### src/rtl/ghost_pkg.sv
// Shared types and constants for the ghost sprite renderer.
package ghost_pkg;

    // Facing direction; also forms the direction field of the sprite ROM address
    typedef enum logic [1:0] {
        DIR_RIGHT = 2'b00,
        DIR_LEFT  = 2'b01,
        DIR_UP    = 2'b10,
        DIR_DOWN  = 2'b11
    } dir_t;

    // Animation frame codes from the ghost FSM; anything other than B shows frame A
    localparam logic [1:0] CODE_FRAME_A = 2'b00;
    localparam logic [1:0] CODE_FRAME_B = 2'b01;

    // Body colour selectors
    localparam logic [1:0] COLOR_RED    = 2'd0;
    localparam logic [1:0] COLOR_PINK   = 2'd1;
    localparam logic [1:0] COLOR_CYAN   = 2'd2;
    localparam logic [1:0] COLOR_ORANGE = 2'd3;

    // Palette colours (24-bit RGB)
    localparam logic [23:0] RGB_BLACK       = 24'h000000;
    localparam logic [23:0] RGB_RED         = 24'hFF0000;
    localparam logic [23:0] RGB_PINK        = 24'hFFB8FF;
    localparam logic [23:0] RGB_CYAN        = 24'h00FFFF;
    localparam logic [23:0] RGB_ORANGE      = 24'hFFB852;
    localparam logic [23:0] RGB_WHITE       = 24'hFFFFFF;
    localparam logic [23:0] RGB_PUPIL       = 24'h2121DE;
    localparam logic [23:0] RGB_FRIGHT_BLUE = 24'h2121FF;
    localparam logic [23:0] RGB_FRIGHT_FACE = 24'hFFB8AE;

    // Frightened-ending blink phases
    typedef enum logic [1:0] {
        BLINK_STEADY = 2'd0,
        BLINK_BLUE   = 2'd1,
        BLINK_WHITE  = 2'd2
    } blink_state_t;

    // Per-pixel colouring context carried down the pipeline with each pixel
    typedef struct packed {
        logic [1:0] color_id;
        logic       frightened;
        logic       white;
    } pal_ctx_t;

    // Normal (non-frightened) body colour
    function automatic logic [23:0] body_rgb_f(input logic [1:0] color_id);
        logic [23:0] rgb;
        case (color_id)
            COLOR_RED:    rgb = RGB_RED;
            COLOR_PINK:   rgb = RGB_PINK;
            COLOR_CYAN:   rgb = RGB_CYAN;
            default:      rgb = RGB_ORANGE;
        endcase
        return rgb;
    endfunction

endpackage

### src/rtl/ghost_blink_timer.sv
// Frightened-ending blink timer: counts video frames and alternates blue/white body phases.
module ghost_blink_timer
    import ghost_pkg::*;
#(
    parameter int unsigned BLINK_FRAMES = 8
) (
    input  logic clk,
    input  logic reset,
    input  logic frame_start_i,
    input  logic frightened_end_i,
    output logic blink_white_o
);

    localparam int unsigned CNT_W = (BLINK_FRAMES > 1) ? $clog2(BLINK_FRAMES) : 1;
    localparam logic [CNT_W-1:0] CNT_LAST = CNT_W'(BLINK_FRAMES - 1);

    blink_state_t     state_q;
    logic [CNT_W-1:0] cnt_q;

    // Phase FSM advanced once per frame; output white flag registered with the state
    always_ff @(posedge clk) begin
        if (!reset) begin
            state_q       <= BLINK_STEADY;
            cnt_q         <= '0;
            blink_white_o <= 1'b0;
        end else if (frame_start_i) begin
            if (!frightened_end_i) begin
                state_q       <= BLINK_STEADY;
                cnt_q         <= '0;
                blink_white_o <= 1'b0;
            end else begin
                case (state_q)
                    BLINK_STEADY: begin
                        state_q       <= BLINK_BLUE;
                        cnt_q         <= '0;
                        blink_white_o <= 1'b0;
                    end
                    BLINK_BLUE: begin
                        if (cnt_q == CNT_LAST) begin
                            state_q       <= BLINK_WHITE;
                            cnt_q         <= '0;
                            blink_white_o <= 1'b1;
                        end else begin
                            cnt_q <= cnt_q + CNT_W'(1);
                        end
                    end
                    BLINK_WHITE: begin
                        if (cnt_q == CNT_LAST) begin
                            state_q       <= BLINK_BLUE;
                            cnt_q         <= '0;
                            blink_white_o <= 1'b0;
                        end else begin
                            cnt_q <= cnt_q + CNT_W'(1);
                        end
                    end
                    default: begin
                        state_q       <= BLINK_STEADY;
                        cnt_q         <= '0;
                        blink_white_o <= 1'b0;
                    end
                endcase
            end
        end
    end

endmodule

### src/rtl/ghost_sprite_renderer.sv
// Per-pixel ghost sprite renderer: frame-latched ghost state, hit test, sprite ROM fetch, palette.
// Optional feature macro: GHOST_MIRROR_EN (left-facing art mirrored from right-facing rows).
// Pipeline: pix_valid sampled at edge N -> rom_addr at N, ROM data during N+1..N+2, outputs at N+2.
module ghost_sprite_renderer
    import ghost_pkg::*;
#(
    parameter int unsigned SPRITE_W     = 16,
    parameter int unsigned SPRITE_H     = 16,
    parameter int unsigned COORD_W      = 10,
    parameter int unsigned BLINK_FRAMES = 8
) (
    input  logic                                     clk,
    input  logic                                     reset,
    input  logic                                     frame_start,
    input  logic [1:0]                               ghost_code,
    input  logic [COORD_W-1:0]                       ghost_x,
    input  logic [COORD_W-1:0]                       ghost_y,
    input  logic [1:0]                               ghost_dir,
    input  logic [1:0]                               ghost_color_id,
    input  logic                                     frightened,
    input  logic                                     frightened_end,
    input  logic                                     pix_valid,
    input  logic [COORD_W-1:0]                       draw_x,
    input  logic [COORD_W-1:0]                       draw_y,
    output logic [$clog2(SPRITE_W*SPRITE_H)+2:0]     rom_addr,
    input  logic [1:0]                               rom_data,
    output logic                                     out_valid,
    output logic                                     ghost_hit,
    output logic [23:0]                              ghost_rgb
);

    localparam int unsigned COL_W  = $clog2(SPRITE_W);
    localparam int unsigned ROW_W  = $clog2(SPRITE_H);
    localparam int unsigned ADDR_W = $clog2(SPRITE_W*SPRITE_H) + 3;
    localparam int unsigned DIFF_W = COORD_W + 1;

    // Frame-latched ghost state
    logic [1:0]         code_q;
    logic [COORD_W-1:0] sx_q;
    logic [COORD_W-1:0] sy_q;
    dir_t               dir_q;
    logic [1:0]         color_q;
    logic               fright_q;
    logic               fend_q;

    logic               blink_white;

    // S0 combinational hit test and address build
    logic [DIFF_W-1:0]  dx_c;
    logic [DIFF_W-1:0]  dy_c;
    logic               hit0_c;
    logic [COL_W-1:0]   col_c;
    dir_t               dir_field_c;
    logic               frame_b_c;
    logic [ADDR_W-1:0]  rom_addr_d;
    pal_ctx_t           ctx0_c;

    // Pipeline stage registers
    logic               v1_q, v2_q;
    logic               hit1_q, hit2_q;
    pal_ctx_t           ctx1_q, ctx2_q;

    // S2 next values
    logic               ghost_hit_d;
    logic [23:0]        ghost_rgb_d;

    // Palette index -> RGB under the pixel's colouring context
    function automatic logic [23:0] palette_f(input logic [1:0] idx, input pal_ctx_t ctx);
        logic [23:0] rgb;
        rgb = RGB_BLACK;
        case (idx)
            2'd1: begin
                if (ctx.frightened) rgb = ctx.white ? RGB_WHITE : RGB_FRIGHT_BLUE;
                else                rgb = body_rgb_f(ctx.color_id);
            end
            2'd2:    rgb = ctx.frightened ? RGB_FRIGHT_FACE : RGB_WHITE;
            2'd3:    rgb = ctx.frightened ? RGB_FRIGHT_FACE : RGB_PUPIL;
            default: rgb = RGB_BLACK;
        endcase
        return rgb;
    endfunction

    ghost_blink_timer #(
        .BLINK_FRAMES (BLINK_FRAMES)
    ) u_blink (
        .clk              (clk),
        .reset            (reset),
        .frame_start_i    (frame_start),
        .frightened_end_i (frightened_end),
        .blink_white_o    (blink_white)
    );

    // Shadow registers: sampled only at the start of vertical blank
    always_ff @(posedge clk) begin
        if (!reset) begin
            code_q   <= '0;
            sx_q     <= '0;
            sy_q     <= '0;
            dir_q    <= DIR_RIGHT;
            color_q  <= '0;
            fright_q <= 1'b0;
            fend_q   <= 1'b0;
        end else if (frame_start) begin
            code_q   <= ghost_code;
            sx_q     <= ghost_x;
            sy_q     <= ghost_y;
            dir_q    <= dir_t'(ghost_dir);
            color_q  <= ghost_color_id;
            fright_q <= frightened;
            fend_q   <= frightened_end;
        end
    end

    // S0: sprite-relative offsets, bounds test and ROM address
    always_comb begin
        dx_c        = {1'b0, draw_x} - {1'b0, sx_q};
        dy_c        = {1'b0, draw_y} - {1'b0, sy_q};
        hit0_c      = pix_valid && !dx_c[DIFF_W-1] && !dy_c[DIFF_W-1]
                      && (dx_c < DIFF_W'(SPRITE_W)) && (dy_c < DIFF_W'(SPRITE_H));
        col_c       = dx_c[COL_W-1:0];
        dir_field_c = dir_q;
`ifdef GHOST_MIRROR_EN
        if (dir_q == DIR_LEFT) begin
            col_c       = COL_W'(SPRITE_W - 1) - dx_c[COL_W-1:0];
            dir_field_c = DIR_RIGHT;
        end
`endif
        frame_b_c   = (code_q == CODE_FRAME_B);
        rom_addr_d  = hit0_c ? {frame_b_c, dir_field_c, dy_c[ROW_W-1:0], col_c} : '0;
        ctx0_c.color_id   = color_q;
        ctx0_c.frightened = fright_q;
        ctx0_c.white      = fend_q && blink_white;
    end

    // S2: final hit and colour from the returned ROM index
    always_comb begin
        ghost_hit_d = v2_q && hit2_q && (rom_data != 2'd0);
        ghost_rgb_d = ghost_hit_d ? palette_f(rom_data, ctx2_q) : RGB_BLACK;
    end

    // Pixel pipeline: address issue, ROM wait, output registers
    always_ff @(posedge clk) begin
        if (!reset) begin
            rom_addr  <= '0;
            v1_q      <= 1'b0;
            hit1_q    <= 1'b0;
            ctx1_q    <= '0;
            v2_q      <= 1'b0;
            hit2_q    <= 1'b0;
            ctx2_q    <= '0;
            out_valid <= 1'b0;
            ghost_hit <= 1'b0;
            ghost_rgb <= '0;
        end else begin
            rom_addr  <= rom_addr_d;
            v1_q      <= pix_valid;
            hit1_q    <= hit0_c;
            ctx1_q    <= ctx0_c;
            v2_q      <= v1_q;
            hit2_q    <= hit1_q;
            ctx2_q    <= ctx1_q;
            out_valid <= v2_q;
            ghost_hit <= ghost_hit_d;
            ghost_rgb <= ghost_rgb_d;
        end
    end

endmodule
### config.mk
export PLATFORM = sky130hd
export DESIGN_NAME = ghost_sprite_renderer
export DESIGN_NICKNAME = d
export VERILOG_FILES = /design/src/rtl/ghost_pkg.sv /design/src/rtl/ghost_blink_timer.sv /design/src/rtl/ghost_sprite_renderer.sv
export SDC_FILE = /design/constraint.sdc
export NUM_CORES = 1
export LEC_CHECK = 0
export CAP_MARGIN = 20
export CORE_UTILIZATION = 54
export DETAILED_ROUTE_END_ITERATION = 10
export PLACE_DENSITY_LB_ADDON = 0.05
export SETUP_SLACK_MARGIN = 0.4
export SLEW_MARGIN = 20
export SYNTH_ARGS = -nofsm -noshare
export SYNTH_HDL_FRONTEND = slang
export SYNTH_HIERARCHICAL = 1
export SYNTH_SLANG_ARGS = --single-unit
### constraint.sdc
create_clock -name clk -period 4.5 [get_ports clk]
set_input_delay 0.9 -clock clk [delete_from_list [all_inputs] [get_ports clk]]
set_output_delay 0.9 -clock clk [all_outputs]
set_load 0.05 [all_outputs]
run_1/power_grid.png
Drawn at 6 px/um. Pins as bars on the die edge.
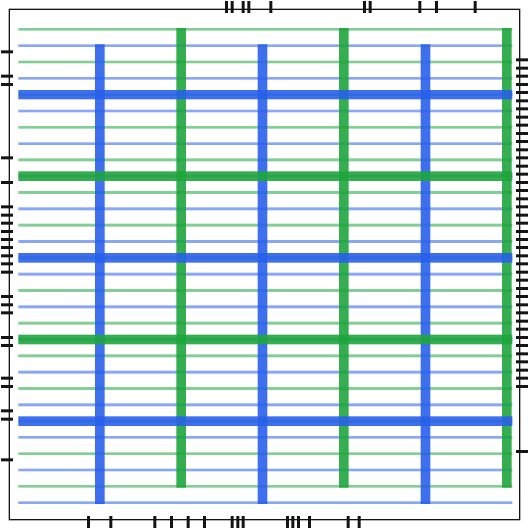
| colour | net |
|---|---|
| blue | VSS |
| green | VDD |
met1 rails: 30
met4 straps: 6
rows: 29
peak supply drop: 0.222 mV
die y size: 84.8 um
Core Region: 0.00649 sq mm
Die W: 84.8 um

run_1/placement.png
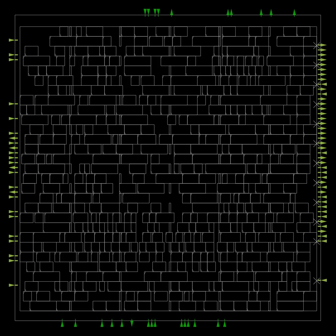
Seq/total area: 0.286
# rows: 29

==> flow_summary.json, run 1 <==
{
  "status": "finished, violations left",
  "violations": "DRC",
  "power_uw": 1460,
  "post_drt_wl_per_cell_um": 13.4,
  "syn_inst": 403,
  "crit_slowest_cell": "or4b_4",
  "cts-root-buf": "clkbuf_8",
  "diodes": 0,
  "hold_depth": 1,
  "grt_pass1_vias": 2697,
  "crit_path_start_kind": "input pin",
  "dieArea_sq_mm": 0.00720,
  "antenna_found_initial": 0,
  "clk_path_buf_depth": 2,
  "max_slew_margin": 0.319,
  "clock_latency_ns": 0.34,
  "crit_top_cell": "inv_1",
  "viasPerCell": 5.31,
  "gp_congestion": 0.878,
  "power.density_mw_per_mm2": 307,
  "min_from": "ctx1_q[0]$_SDFF_PN0_",
  "fin_setup_tns_ns": 0,
  "hpwlAfterDp_um": 5380,
  "drt_iter0_markers": 172,
  "first_pass_iters": 8,
  "rsz0062_at_grt": "false",
  "cts_buffers": 9,
  "drive_gt1_frac": 0.0705,
  "ys_warn_count": 6,
  "yosysSeqAreaShare": 0.367,
  "clock_skew_ns": 0.0139,
  "reg2reg_to": "rom_addr[7]$_SDFF_PN0_",
  "r2r_slack_ns": 1.55,
  "io_pins": 91,
  "grt_max_degree": 47,
  "slew_violations": 0,
  "cap_violations": 0,
  "syn_area_sq_mm": 0.00370,
  "area_delta_synth_final_pct": 28.6,
  "syn-mean-instance-area_sq_um": 9.19,
  "fmax_ghz": 0.277,
  "finalSetupViolations": 0,
  "hold_viol_final": 0,
  "hold_path_class": "reg2reg",
  "hold_path_end": "ctx2_q[0]$_SDFF_PN0_",
  "nFillCells": 497,
  "grt_usage": 0.222,
  "postRouteAntennaNets": 0,
  "cp_max_fo": 12,
  "io_buffers": 90,
  "crit_type": "in2reg",
  "warning_count": 30,
  "final_util": 0.733,
  "yosys_area_sq_mm": 0.00370,
  "synth_flops": 68,
  "grt_pass1_wl_um": 12500,
  "overflow": 0,
  "cts_tree": "done",
  "p_leak_uw": 0.00189,
  "post-place-cells": 543,
  "period_minus_slack_ns": 3.61,
  "r2r_start": "sy_q[0]$_SDFFE_PN0P_",
  "drcViolationCount": 12,
  "cts_sinks": 68,
  "layout_top_cell": "clkdlybuf4s50_1",
  "critPathTopFamily": "simple AND/OR/NAND/NOR gates",
  "crit_buf_inv": 3,
  "layout.cells.non_filler": 559,
  "path_cells": "clkdlybuf4s50_1 -> inv_1 -> ha_1 -> inv_1 -> fa_1 -> a21o_1 -> a221oi_2 -> mux2i_1 -> nand4b_1 -> or4b_4 -> nor4_1",
  "initial_core_util": 0.570,
  "cp_data_arrival_time_ns": 3.84,
  "holdWs_ns": 0.435,
  "holdBufCountCts": 0,
  "cts_resized": 0,
  "synth_cell_type_count": 45,
  "path_depth": 11,
  "end_kind": "register",
  "clkTransAtPathRegs_ns": 0.08,
  "finalNetCount": 561,
  "postCtsSetupBuffers": 0,
  "yosys_cells": 403,
  "vias": 2971,
  "h-tree-depth": 3,
  "required_ns": 4.73,
  "wirelength_um": 7490,
  "floorplan.nets": 487,
  "layout.cells.most_common_list": "clkdlybuf4s50_1, dfxtp_1, inv_1, nor2b_1, mux2i_1",
  "finalCritPeriodShare": 0.802,
  "worstMarginPinSlew_ns": 1.02,
  "ff2ff_path_depth": 9,
  "slowest_delay_ns": 0.67
}
run_1/metal_density.png
Drawn at 4 px/um. The die is cut into 17 by 17 equal tiles; dark purple is low, yellow is high, scaled to the fullest tile. Values are wire area over tile area, all layers added.
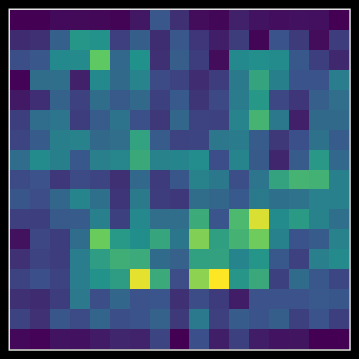
fullest tile: 0.56
tiles over half the peak: 13%
mean over tiles: 0.17
nearly empty tiles: 3.8%
emptiest ninth of the die: north

run_1/sizes.png
Drawn at 3 px/um.
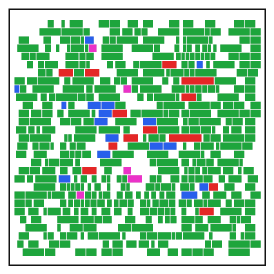
| colour | size | cells | share |
|---|---|---|---|
| green | _0 and _1 cells | 448 | 93% |
| magenta | _3 and _4 cells | 5 | 1.0% |
| blue | _2 cells | 16 | 3.3% |
| red | _6 and larger | 13 | 2.7% |

run 1: state kept, by name, summed over array words and instances (netlist names), 2 cells and up:
signal,cells
u_blink/cnt_q,3
color_q,2
ctx2_q,4
ctx1_q,4
code_q,2
sx_q,10
rom_addr,11
ghost_rgb,10
sy_q,10
dir_field_c,2
run 1: routing by layer:
layer	vias to the layer above	GRT usage	part of all wire
li1	1528	-	-
met5	-	0	0
met1	1334	0.296	0.47
met2	104	0.344	0.44
met3	5	0.0807	0.082
met4	0	0.0555	0.0076
run 1: how the worst max path moves through the flow:
stage / start / endpoint / slack, ns
final: draw_y[0] / rom_addr[7]$_SDFF_PN0_ / 0.89
after global routing: draw_y[0] / rom_addr[6]$_SDFF_PN0_ / 0.73
after CTS: draw_y[0] / rom_addr[7]$_SDFF_PN0_ / 0.90
after detailed placement: draw_y[0] / rom_addr[7]$_SDFF_PN0_ / 0.57
after global placement: draw_y[0] / rom_addr[7]$_SDFF_PN0_ / 0.67
after floorplan: draw_y[0] / rom_addr[10]$_SDFF_PN0_ / 1.17
run 1: final cells by class:
class	instances	area (sq um)	share of cell area
Clock inverter	7	97.6	0.0205
Clock buffer	9	124	0.0260
Inverter	36	135	0.0284
Tap cell	77	96.3	0.0202
Timing Repair Buffer	92	911	0.191
Multi-Input combinational cell	270	2040	0.428
Sequential cell	68	1360	0.286
run 1: cells in the mapped netlist, drive strengths merged:
library cell  number  area [sq um]
mux2i             30           300
a211oi             5          37.5
nor2              14          52.6
a2111oi            2          17.5
a41oi              1          8.76
a221oi             1          15.0
o2bb2ai            1          8.76
nor4              12           131
ha                28           350
a21o               5          37.5
xnor2              4          35.0
or4b               1          13.8
a21oi             15          78.8
mux2               1          11.3
dfxtp             68          1360
and2              12          75.1
and3               4          25.0
fa                 2          40.0
nand4              6          37.5
nand3              5          25.0
nand4b             1          8.76
o21ai             19          98.9
clkbuf            12          45.0
nand3b             5          37.5
or2                1          6.26
a21boi             4          30.0
nand2             11          41.3
o31a               1          8.76
a31oi              4          25.0
inv               36           135
nor3              11          55.1
buf               17           125
nor2b             34           213
o2111ai            4          35.0
o211ai             4          30.0
o21a               4          30.0
xor2               2          17.5
nand2b            16           100
run 1: metrics by stage:
step           instance area, sq um  setup WS [ns]
4_1_cts                        4760          0.896
3_3_place_gp                   4540          0.675
5_1_grt                        4760          0.727
3_5_place_dp                   4540          0.568
2_1_floorplan                  3700           1.17
6_report                       4760          0.891
run 1: power breakdown:
group          switching [uW]  internal, uW  leakage (uW)
sequential               9.52           620      0.000555
clock                     243           315      0.000106
combinational             140           136       0.00123
total                     392          1070       0.00189
run 1: logic make-up (layout without fill, tap and decap cells):
logic type | after synthesis | in the layout | synth area share
multiplexers | 31 | 31 | 0.0841
AND-OR/OR-AND | 70 | 70 | 0.125
AND/OR/NAND/NOR | 133 | 133 | 0.222
XOR/XNOR | 6 | 6 | 0.0142
buffers and inverters | 65 | 144 | 0.0824
flip-flops | 68 | 68 | 0.367
adder cells (fa/ha/maj) | 30 | 30 | 0.105
run_1/detail.png
Window x 17 to 67, y 34 to 84 um. Cells in grey, sequential cells in the stronger grey; small squares are vias.
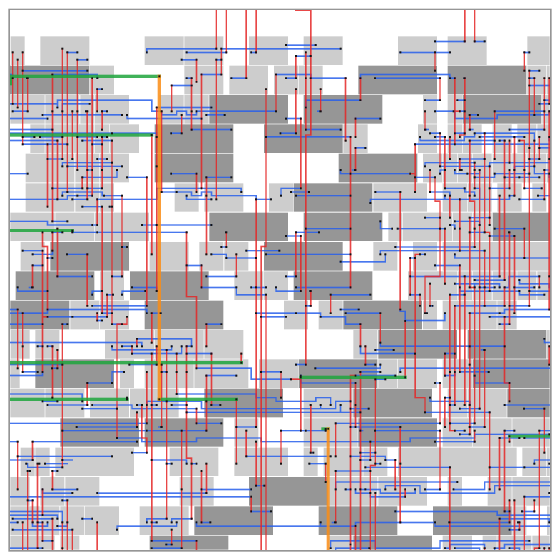

==> inputs of run 2 (changes only) <==
--- a/config.mk
+++ b/config.mk
@@ -6,7 +6,7 @@
 export NUM_CORES = 1
 export LEC_CHECK = 0
 export CAP_MARGIN = 20
-export CORE_UTILIZATION = 54
+export CORE_UTILIZATION = 50
 export DETAILED_ROUTE_END_ITERATION = 10
 export PLACE_DENSITY_LB_ADDON = 0.05
 export SETUP_SLACK_MARGIN = 0.4
==> constraint.sdc (replaced) <==
create_clock -name clk -period 3.5 [get_ports clk]
set_input_delay 0.7 -clock clk [delete_from_list [all_inputs] [get_ports clk]]
set_output_delay 0.7 -clock clk [all_outputs]
set_load 0.05 [all_outputs]
run_2/detail.png
Window x 19 to 69, y 37 to 87 um. Cells in grey, sequential cells in the stronger grey; small squares are vias.
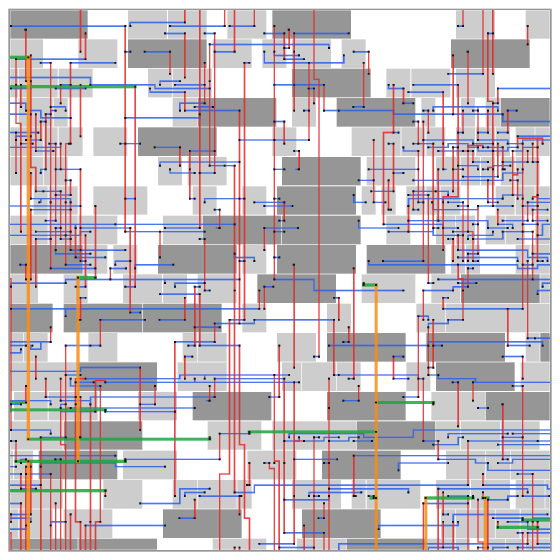
| colour | layer |
|---|---|
| orange | metal 4 |
| blue | metal 1 |
| green | metal 3 |
| red | metal 2 |
sequential cells in the window: 35
most frequent: dfxtp_1 (35), clkdlybuf4s50_1 (18), and2_1 (12)
netlist names of flops here include: `rom_addr` (7), `ctx1_q` (4), `ctx2_q` (4)
cells with their middle in the window: 169

==> flow_summary.json, run 2 <==
{
  "cp_data_arrival_time_ns": 3.30,
  "syn_area_sq_mm": 0.00370,
  "drcViolationCount": 0,
  "layout_top_cell": "clkdlybuf4s50_1",
  "area_delta_synth_final_pct": 33.4,
  "drive_gt1_frac": 0.119,
  "viasPerCell": 5.16,
  "crit_path_start_kind": "input pin",
  "yosysTopAreaCellShare": 0.367,
  "cts-root-buf": "clkbuf_8",
  "yosys-top-cells-count": "dfxtp_1, inv_1, nor2b_1",
  "hold_path_class": "reg2reg",
  "floorplan.nets": 487,
  "p_leak_uw": 0.00198,
  "rows": 31,
  "cts_sinks": 68,
  "largest_reg_flops": 11,
  "drt_iter0_markers": 125,
  "syn_inst": 403,
  "synth-edff-count": 0,
  "h-tree-depth": 3,
  "max_slew_margin": 0.318,
  "gp_congestion": 0.856,
  "syn-mean-instance-area_sq_um": 9.19,
  "status": "completed",
  "initial_core_util": 0.514,
  "postLayoutCellArea_sq_mm": 0.00494,
  "yosys_cells": 403,
  "rsz0062_at_grt": "false",
  "clock_skew_ns": 0.0121,
  "io_buffers": 90,
  "cap_violations": 0,
  "ys_warn_count": 6,
  "hold_viol_final": 0,
  "die_y_um": 88.1,
  "core_area_sq_mm": 0.00721,
  "slew_violations": 0,
  "p_clk_frac": 0.355,
  "clock_latency_ns": 0.34,
  "hpwlAfterDp_um": 5660,
  "post_drt_wl_per_cell_um": 13.5,
  "grt_pass1_wl_um": 12700,
  "period_minus_slack_ns": 3.05,
  "die_x_um": 88.1,
  "switching_share": 0.285,
  "dieArea_sq_mm": 0.00776,
  "grt_max_degree": 47,
  "end_kind": "register",
  "required_ns": 3.75,
  "synth_flops": 68,
  "final_util": 0.685,
  "p_seq_frac": 0.434,
  "synth_cell_type_count": 45,
  "clkTransAtPathRegs_ns": 0.08,
  "vias": 3058,
  "antenna_found_initial": 0,
  "p_switching_uw": 532,
  "synthArstFlopShare": 0,
  "dp_slack_ns": -0.155,
  "synth-main-ff-cell": "dfxtp_1",
  "finalNetCount": 573,
  "area_leaders": "dfxtp_1, ha_1, mux2i_1",
  "postRouteAntennaNets": 0,
  "ff2ff_path_depth": 9,
  "cts_buffers": 9,
  "yosysSeqAreaShare": 0.367,
  "cp_max_fo": 6,
  "cts_tree": "done",
  "layout.cells.most_common_list": "clkdlybuf4s50_1, dfxtp_1, inv_1, nor2b_1, mux2i_1",
  "crit_type": "in2reg",
  "power.internal_uw": 1330,
  "finalSetupViolations": 0,
  "fmax_ghz": 0.328,
  "comb_power_share": 0.212,
  "power.density_mw_per_mm2": 377,
  "placed_area_sq_mm": 0.00462,
  "grt_pass1_vias": 2798,
  "top_register": "rom_addr",
  "yosys_area_sq_mm": 0.00370,
  "holdWs_ns": 0.431,
  "worstMarginPinSlew_ns": 1.02,
  "grt_usage": 0.212,
  "hold_depth": 1,
  "warning_count": 30,
  "yosysMostFrequentCell": "dfxtp_1",
  "setup_slack_ns": 0.450,
  "overflow": 0,
  "diodes": 0,
  "clk_path_buf_depth": 2,
  "first_pass_iters": 4,
  "io_pins": 91,
  "ir_worst_vdd_mv": 0.260,
  "finalCritPeriodShare": 0.872,
  "yosys.area.top_type": "dfxtp_1",
  "wirelength_um": 7980
}
run 2: repair_timing:
item | 4_1_cts | 5_1_grt
setup endpoints to repair | 12 | 12
buffers inserted | 1 | 3
gates resized | 5 | 14
gates cloned | 1 | 0
endpoints found under the hold margin | 0 | 0
pin swaps | 10 | 13
hold buffers | 0 | 0
run 2: metrics by stage:
| stage | setup TNS [ns] | cells | power [uW] |
|---|---|---|---|
| floorplan | 0 | 403 | 1070 |
| global placement | -0.375 | 572 | 1180 |
| detailed placement | -1.24 | 572 | 1190 |
| CTS | 0 | 590 | 1870 |
| global route | 0 | 593 | 1970 |
| finish | 0 | 593 | 1870 |
run 2: worst max-delay path, stage by stage:
cell             delay (ns)
clkdlybuf4s50_1        0.45
inv_1                  0.04
ha_2                   0.19
fa_2                   0.41
nor2b_2                0.16
o31a_1                 0.23
a21o_1                 0.16
nand3_2                0.07
or4b_4                 0.62
nor4_2                 0.27
run 2: cells by family after synthesis:
kind of cell	after synthesis	share of synthesized area
and+or+nand+nor	133	0.222
DFF	68	0.367
adders and majority gates	30	0.105
AOI/OAI and AO/OA	70	0.125
xor gates and xnor gates	6	0.0142
buffers and inverters	65	0.0824
muxes	31	0.0841
run 2: power by group through the flow:
stage	combinational (uW)	clock [uW]	sequential, uW
after global placement	358	0	826
after detailed placement	364	0	827
final	395	662	809
after CTS	377	681	809
after floorplan	243	0	824
after global routing	435	721	812
run 2: final cells by class:
| cell class | count | area, sq um |
|---|---|---|
| well taps | 99 | 124 |
| clock inverters | 7 | 81.3 |
| clock buffers | 9 | 124 |
| flip-flops and latches | 68 | 1360 |
| multi-input cells | 271 | 2120 |
| fillers | 616 | 2270 |
| inverters | 36 | 135 |
| repair buffers | 103 | 996 |
run 2: layer usage:
| metal | wire length, um | track usage |
|---|---|---|
| met3 | 556 | 0.0528 |
| met4 | 150 | 0.0821 |
| met1 | 3690 | 0.279 |
| met2 | 3580 | 0.335 |
| met5 | 0 | 0 |
run 2: worst paths after layout:
| path | start | to | slack, ns |
|---|---|---|---|
| max | draw_x[0] | rom_addr[5]$_SDFF_PN0_ | 0.45 |
| min | ctx1_q[3]$_SDFF_PN0_ | ctx2_q[3]$_SDFF_PN0_ | 0.43 |
| max reg2reg | sy_q[0]$_SDFFE_PN0P_ | rom_addr[5]$_SDFF_PN0_ | 0.70 |
| min reg2reg | ctx1_q[3]$_SDFF_PN0_ | ctx2_q[3]$_SDFF_PN0_ | 0.43 |
run_2/placement.png
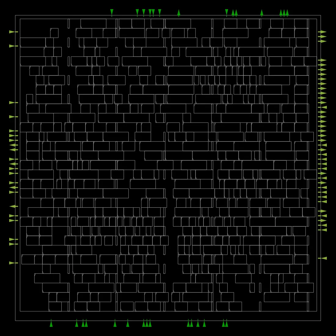

==> inputs of run 3 (changes only) <==
--- a/config.mk
+++ b/config.mk
@@ -6,8 +6,9 @@
 export NUM_CORES = 1
 export LEC_CHECK = 0
 export CAP_MARGIN = 20
-export CORE_UTILIZATION = 50
+export CORE_UTILIZATION = 63
 export DETAILED_ROUTE_END_ITERATION = 10
+export DONT_BUFFER_PORTS = 1
 export PLACE_DENSITY_LB_ADDON = 0.05
 export SETUP_SLACK_MARGIN = 0.4
 export SLEW_MARGIN = 20
run_3/placement.png
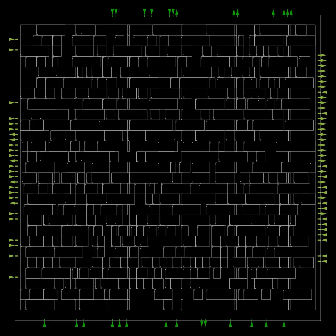
Seq/total area: 0.349
FILL cells: 459
registers: 68
n_taps: 72

==> flow_summary.json, run 3 <==
{
  "p_clk_frac": 0.380,
  "cts-root-buf": "clkbuf_8",
  "crit_slowest_cell": "or4b_4",
  "period_minus_slack_ns": 2.93,
  "postRouteAntennaNets": 0,
  "clock_latency_ns": 0.34,
  "yosysSeqAreaShare": 0.367,
  "die_x_um": 78.7,
  "clock_skew_ns": 0.00641,
  "grt_pass1_wl_um": 11600,
  "dp_slack_ns": 0.217,
  "crit_path_start_kind": "input pin",
  "first_pass_iters": 4,
  "syn-mean-instance-area_sq_um": 9.19,
  "diodes": 0,
  "dieArea_sq_mm": 0.00619,
  "yosys.area.top_type": "dfxtp_1",
  "post_drt_wl_per_cell_um": 15.4,
  "synthArstFlopShare": 0,
  "power.density_mw_per_mm2": 449,
  "max_slew_margin": 0.373,
  "rows": 27,
  "worstMarginPinSlew_ns": 0.938,
  "path_cells": "inv_1 -> ha_1 -> inv_1 -> fa_2 -> a21o_1 -> a221oi_2 -> mux2i_1 -> nand4b_1 -> or4b_4 -> nor4_2",
  "wirelength_um": 7190,
  "p_leak_uw": 0.00158,
  "status": "completed",
  "slowest_delay_ns": 0.65,
  "drt_iter0_markers": 93,
  "overflow": 0,
  "h-tree-depth": 3,
  "cts_tree": "done",
  "end_kind": "register",
  "p_seq_frac": 0.462,
  "grt_usage": 0.245,
  "hold_path_class": "reg2reg",
  "setup_slack_ns": 0.569,
  "rsz0062_at_grt": "false",
  "synth_flops": 68,
  "cp_data_arrival_time_ns": 3.18,
  "die_y_um": 78.7,
  "p_switching_uw": 477,
  "syn_inst": 403,
  "top_register": "rom_addr",
  "warning_count": 30,
  "drcViolationCount": 0,
  "antenna_found_initial": 0,
  "yosys_cells": 403,
  "hpwlAfterDp_um": 5290,
  "layout.cells.most_common_list": "dfxtp_1, inv_1, nor2b_1, mux2i_1, ha_1",
  "clkTransAtPathRegs_ns": 0.08,
  "holdBufCountCts": 0,
  "fin_setup_tns_ns": 0,
  "synth-edff-count": 0,
  "area_leaders": "dfxtp_1, ha_1, mux2i_1",
  "postCtsSetupBuffers": 0,
  "area_delta_synth_final_pct": 5.37,
  "yosys-top-cells-count": "dfxtp_1, inv_1, nor2b_1",
  "synth_cell_type_count": 45,
  "drive_gt1_frac": 0.0985,
  "hold_viol_final": 0,
  "grt_pass1_vias": 2516,
  "slew_violations": 0,
  "yosysTopAreaCellShare": 0.367,
  "cts_sinks": 68,
  "switching_share": 0.272,
  "viasPerCell": 5.72,
  "layout_top_cell": "dfxtp_1",
  "initial_core_util": 0.665,
  "cp_max_fo": 12,
  "syn_area_sq_mm": 0.00370,
  "clk_path_buf_depth": 2,
  "required_ns": 3.74,
  "largest_reg_flops": 11,
  "finalNetCount": 475,
  "ys_warn_count": 6,
  "cts_resized": 0,
  "cap_violations": 0,
  "core_area_sq_mm": 0.00557,
  "finalCritPeriodShare": 0.838,
  "vias": 2677,
  "floorplan.nets": 487,
  "finalSetupViolations": 0,
  "yosys_area_sq_mm": 0.00370,
  "yosysMostFrequentCell": "dfxtp_1",
  "ir_worst_vdd_mv": 0.275,
  "comb_power_share": 0.158,
  "crit_buf_inv": 2,
  "io_buffers": 0,
  "crit_type": "in2reg",
  "grt_max_degree": 48,
  "critPathTopFamily": "simple AND/OR/NAND/NOR gates",
  "power.internal_uw": 1280,
  "cts_buffers": 9,
  "fmax_ghz": 0.341,
  "crit_top_cell": "inv_1",
  "synth-main-ff-cell": "dfxtp_1",
  "io_pins": 91,
  "gp_congestion": 0.896
}
==> run 3: worst reg2reg max path: cells and delay by family, from the launching register on <==
kind	cells	cell delay [ns]
AND/OR/NAND/NOR	3	1.08
adder cells (fa/ha/maj)	2	0.54
AND-OR/OR-AND	2	0.53
flip-flops	1	0.34
multiplexers	1	0.22
buffers and inverters	1	0.07
==> run 3: per-layer routing <==
layer | vias up | GRT usage | part of all wire
met5 | - | 0 | 0
met4 | 0 | 0.0722 | 0.0097
met3 | 8 | 0.0977 | 0.095
met2 | 102 | 0.399 | 0.45
met1 | 1206 | 0.294 | 0.44
li1 | 1361 | - | -
==> run 3: worst paths after layout <==
kind                              from  cells after the start                       to  slack [ns]
setup / recovery             draw_y[0]                     10  rom_addr[10]$_SDFF_PN0_        0.57
hold / removal       hit1_q$_SDFF_PN0_                      1        hit2_q$_SDFF_PN0_        0.43
setup reg to reg  sy_q[0]$_SDFFE_PN0P_                      9  rom_addr[10]$_SDFF_PN0_        0.62
hold reg to reg      hit1_q$_SDFF_PN0_                      1        hit2_q$_SDFF_PN0_        0.43
==> run 3: cell type report <==
class / instances / area, sq um / share of cell area
well taps: 72 / 90.1 / 0.0231
inverters: 36 / 135 / 0.0346
flip-flops and latches: 68 / 1360 / 0.349
repair buffers: 6 / 65.1 / 0.0167
multi-input cells: 270 / 2040 / 0.523
clock inverters: 6 / 72.6 / 0.0186
clock buffers: 10 / 138 / 0.0353
==> run 3: per-stage QoR <==
| step | hold slack (ns) | power (uW) | utilization | area [sq um] | cells |
|---|---|---|---|---|---|
| after floorplan | 0.412 | 1070 | - | 3710 | 403 |
| after global placement | 0.415 | 1090 | 0.663 | 3690 | 452 |
| after detailed placement | 0.419 | 1100 | 0.663 | 3690 | 452 |
| after CTS | 0.435 | 1770 | 0.700 | 3900 | 468 |
| after global routing | 0.433 | 1840 | 0.700 | 3900 | 468 |
| final | 0.431 | 1750 | 0.700 | 3900 | 468 |
==> run 3: kinds of logic (layout without fill, tap and decap cells) <==
group / Yosys count / count (layout) / share of synthesized area
AND/OR/NAND/NOR: 133 / 133 / 0.222
AND-OR/OR-AND: 70 / 70 / 0.125
flip-flops: 68 / 68 / 0.367
buffers and inverters: 65 / 58 / 0.0824
multiplexers: 31 / 31 / 0.0841
adder cells (fa/ha/maj): 30 / 30 / 0.105
XOR/XNOR: 6 / 6 / 0.0142
==> run 3: power groups by stage <==
stage	clock network, uW	logic, uW	registers, uW
3_3_place_gp	0	266	828
3_5_place_dp	0	273	829
5_1_grt	719	309	814
6_report	666	277	811
2_1_floorplan	0	243	824
4_1_cts	684	275	811
No activity file was given, so power comes from the tool's default toggle rates.
